File: src/rtl/dps_codec_07.sv
// Crosstalk-avoidance codec for a 7-line TSV bundle: 0..41 <-> 7-bit words with no 010/101 window.
// Registered encoder on the transmit side, combinational decoder on the receive side.
module dps_codec_07 #(
    localparam int DBLEN07 = 6,
    localparam int TSVW    = 7
) (
    input  logic               clock,
    input  logic               rst_n,
    input  logic [DBLEN07-1:0] datain,
    output logic [TSVW-1:0]    tsv,
    input  logic [TSVW-1:0]    tsv_rx,
    output logic [DBLEN07-1:0] dataout
);

    localparam logic [DBLEN07-1:0] MAX_DATA = 6'd41;
    localparam logic [DBLEN07-1:0] ERR_MARK = 6'd63;
    localparam logic [4:0]         NO_RANK  = 5'd31;

    // The upper 21 codewords are the bitwise inverses of the lower 21 in reverse
    // order, so both directions only need the MSB-clear half of the table.
    function automatic logic [TSVW-1:0] enc_half(input logic [4:0] d);
        logic [TSVW-1:0] w;
        case (d)
            5'd0:    w = 7'b0000000;
            5'd1:    w = 7'b0000001;
            5'd2:    w = 7'b0000011;
            5'd3:    w = 7'b0000110;
            5'd4:    w = 7'b0000111;
            5'd5:    w = 7'b0001100;
            5'd6:    w = 7'b0001110;
            5'd7:    w = 7'b0001111;
            5'd8:    w = 7'b0011000;
            5'd9:    w = 7'b0011001;
            5'd10:   w = 7'b0011100;
            5'd11:   w = 7'b0011110;
            5'd12:   w = 7'b0011111;
            5'd13:   w = 7'b0110000;
            5'd14:   w = 7'b0110001;
            5'd15:   w = 7'b0110011;
            5'd16:   w = 7'b0111000;
            5'd17:   w = 7'b0111001;
            5'd18:   w = 7'b0111100;
            5'd19:   w = 7'b0111110;
            5'd20:   w = 7'b0111111;
            default: w = 7'b0000000;
        endcase
        return w;
    endfunction

    // Returns NO_RANK for any word that is not a valid MSB-clear codeword.
    function automatic logic [4:0] rank_half(input logic [TSVW-1:0] w);
        logic [4:0] r;
        case (w)
            7'b0000000: r = 5'd0;
            7'b0000001: r = 5'd1;
            7'b0000011: r = 5'd2;
            7'b0000110: r = 5'd3;
            7'b0000111: r = 5'd4;
            7'b0001100: r = 5'd5;
            7'b0001110: r = 5'd6;
            7'b0001111: r = 5'd7;
            7'b0011000: r = 5'd8;
            7'b0011001: r = 5'd9;
            7'b0011100: r = 5'd10;
            7'b0011110: r = 5'd11;
            7'b0011111: r = 5'd12;
            7'b0110000: r = 5'd13;
            7'b0110001: r = 5'd14;
            7'b0110011: r = 5'd15;
            7'b0111000: r = 5'd16;
            7'b0111001: r = 5'd17;
            7'b0111100: r = 5'd18;
            7'b0111110: r = 5'd19;
            7'b0111111: r = 5'd20;
            default:    r = NO_RANK;
        endcase
        return r;
    endfunction

    logic [TSVW-1:0]    tsv_q;
    logic [TSVW-1:0]    tsv_d;
    logic [DBLEN07-1:0] mirror_data;

    always_comb begin
        tsv_d       = tsv_q;
        mirror_data = MAX_DATA - datain;
        if (datain <= MAX_DATA) begin
            if (datain[5] == 1'b0 && datain[4:0] <= 5'd20) begin
                tsv_d = enc_half(datain[4:0]);
            end else begin
                tsv_d = ~enc_half(mirror_data[4:0]);
            end
        end
    end

    // Out-of-range data leaves the previous codeword on the bundle.
    always_ff @(posedge clock or negedge rst_n) begin
        if (!rst_n) begin
            tsv_q <= '0;
        end else begin
            tsv_q <= tsv_d;
        end
    end

    assign tsv = tsv_q;

    logic [TSVW-1:0] rx_low;
    logic [4:0]      rx_rank;

    always_comb begin
        rx_low  = tsv_rx[TSVW-1] ? ~tsv_rx : tsv_rx;
        rx_rank = rank_half(rx_low);
        dataout = ERR_MARK;
        if (rx_rank != NO_RANK) begin
            if (tsv_rx[TSVW-1]) begin
                dataout = MAX_DATA - {1'b0, rx_rank};
            end else begin
                dataout = {1'b0, rx_rank};
            end
        end
    end

endmodule

File: config.mk
export PLATFORM = sky130hd
export DESIGN_NAME = dps_codec_07
export DESIGN_NICKNAME = d
export VERILOG_FILES = /design/src/rtl/dps_codec_07.sv
export SDC_FILE = /design/constraint.sdc
export NUM_CORES = 1
export LEC_CHECK = 0
export ABC_AREA = 1
export ABC_CLOCK_PERIOD_IN_PS = 5000
export CELL_PAD_IN_SITES_DETAIL_PLACEMENT = 1
export CELL_PAD_IN_SITES_GLOBAL_PLACEMENT = 2
export CORE_ASPECT_RATIO = 0.6
export CORE_MARGIN = 2
export CORE_UTILIZATION = 30
export CTS_CLUSTER_SIZE = 30
export DETAILED_ROUTE_END_ITERATION = 6
export HOLD_SLACK_MARGIN = 0.02
export PLACE_DENSITY = 0.93
export SLEW_MARGIN = 40
export SYNTH_ARGS = -nofsm -noshare
export SYNTH_HDL_FRONTEND = slang
export SYNTH_SLANG_ARGS = --single-unit
export TNS_END_PERCENT = 50
File: constraint.sdc
create_clock -name clock -period 5 [get_ports clock]
set_clock_uncertainty 0.2 [all_clocks]
set_input_delay 0.5 -clock clock [delete_from_list [all_inputs] [get_ports clock]]
set_output_delay 0.5 -clock clock [all_outputs]
set_load 0.02 [all_outputs]
Fig. 1: cell classes on the final placement
Fill, decap, tap and diode cells in gray.
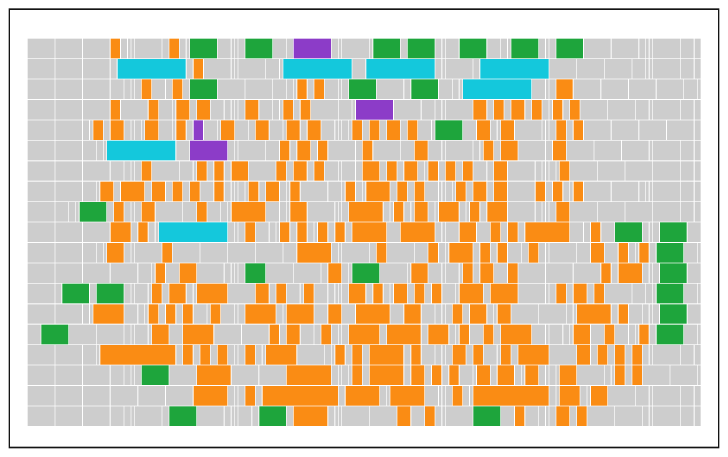
| class | color | cells |
|---|---|---|
| flops | cyan | 7 |
| other buffers and delay cells | green | 28 |
| clock drivers and dummy loads | purple | 4 |
| combinational and other logic | orange | 217 |
final instance area: 1840 µm²
row count: 19
final design utilization: 0.396
flop share of the area: 0.0954

Fig. 2: placed standard cells
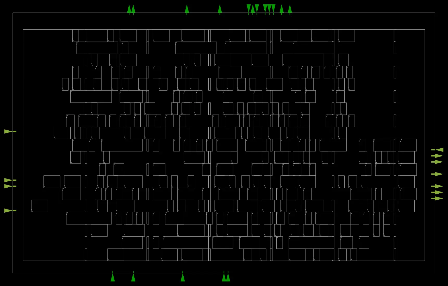
core box area: 4640 µm²
Tap Count: 63
flip-flops: 7
Final Instance Count excl. Fillers: 319

Fig. 3: wiring by layer
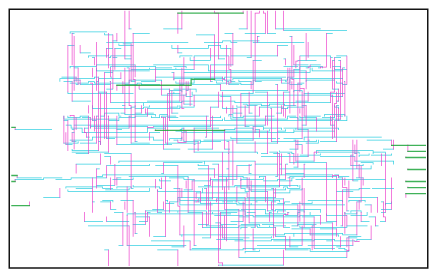
| layer | color | wire length |
|---|---|---|
| metal 3 | green | 92.8 µm |
| metal 1 | cyan | 2670 µm |
| metal 2 | magenta | 1580 µm |
Routed WL per cell: 13.6 µm
via count: 1499
gr usage total: 0.167
drt total wl: 4.34 mm

Fig. 4: pin map
Pins as bars across the die edge, other pins in gray.
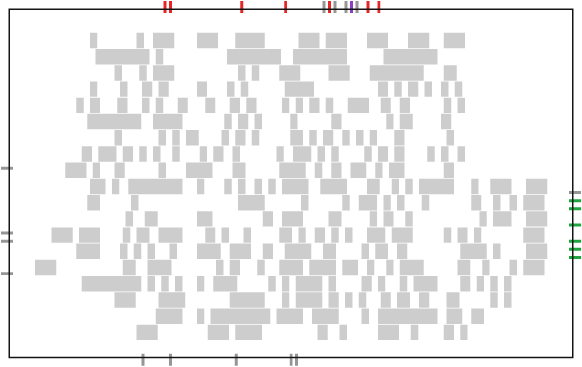
| port | color | pins | direction | edge |
|---|---|---|---|---|
| `rst_n` | purple | 1 | input | top |
| `tsv` | red | 7 | output | top |
| `dataout` | green | 6 | output | right |
die width: 94.3 µm
port bufs: 27
Die Height: 58.2 µm

==> ci_impl_report.md <==
## PnR job results

| Metric | Value |
|---|---|
| Layout clock area frac | `0.0245` |
| Max cap viols | `0` |
| DR WL met3 | `92 µm` |
| Synth flops | `7` |
| Max incr delay on CP | `0.77 ns` |
| GR peak layer | `met1` |
| Status | `completed` |
| Filler cell count | `607` |
| Comb area share | `0.618` |
| Int Power | `223 µW` |
| Worst Setup Start Kind | `input port` |
| Number of logic gates | `184` |
| Routing usage on met1 | `0.284` |
| Seq. pwr | `72.9 µW` |
| Flop pwr share | `0.180` |
| Crit path cell chain | `clkdlybuf4s50_1 > inv_2 > nand2_1 > nand2_4 > inv_1 > ha_1 > inv_1 > nor2_1 > nand3_1 > nand2_1 > inv_2 > nand2_4 > ha_1 > nand2_1 > xor2_1 > nand2_1 > clkdlybuf4s50_1` |
| Syn Area/Cell | `6.43 µm²` |
| Clock tree buffer depth | `2` |
| Die area | `5480 µm²` |
| DRC | `0` |
| Inverters | `33` |
| Final hold violations | `0` |
| Hold WS | `0.274 ns` |
| First-pass DRT Iterations | `4` |
| Vias per cell | `4.70` |
| Switch share | `0.449` |
| Place WS | `0.797 ns` |
final timing paths:
check | startpoint | endpoint | slack, ns | cells past startpoint
min reg2reg | tsv[2] | tsv[2] | 0.27 | 2
min in group asynchronous | rst_n | tsv[1] | 0.34 | 1
max | tsv_rx[6] | dataout[3] | 0.81 | 17
max in group asynchronous | rst_n | tsv[2] | 4.01 | 1
max reg2reg | tsv[6] | tsv[6] | 4.11 | 2
min | tsv[2] | tsv[2] | 0.27 | 2
worst max-delay path, delay by kind of cell:
| family | cells | cell delay (ns) |
|---|---|---|
| and+or+nand+nor | 8 | 0.71 |
| buffers and inverters | 6 | 1.77 |
| xor gates and xnor gates | 1 | 0.16 |
| adders and majority gates | 2 | 0.34 |
Power is estimated from default activity; no workload was simulated.
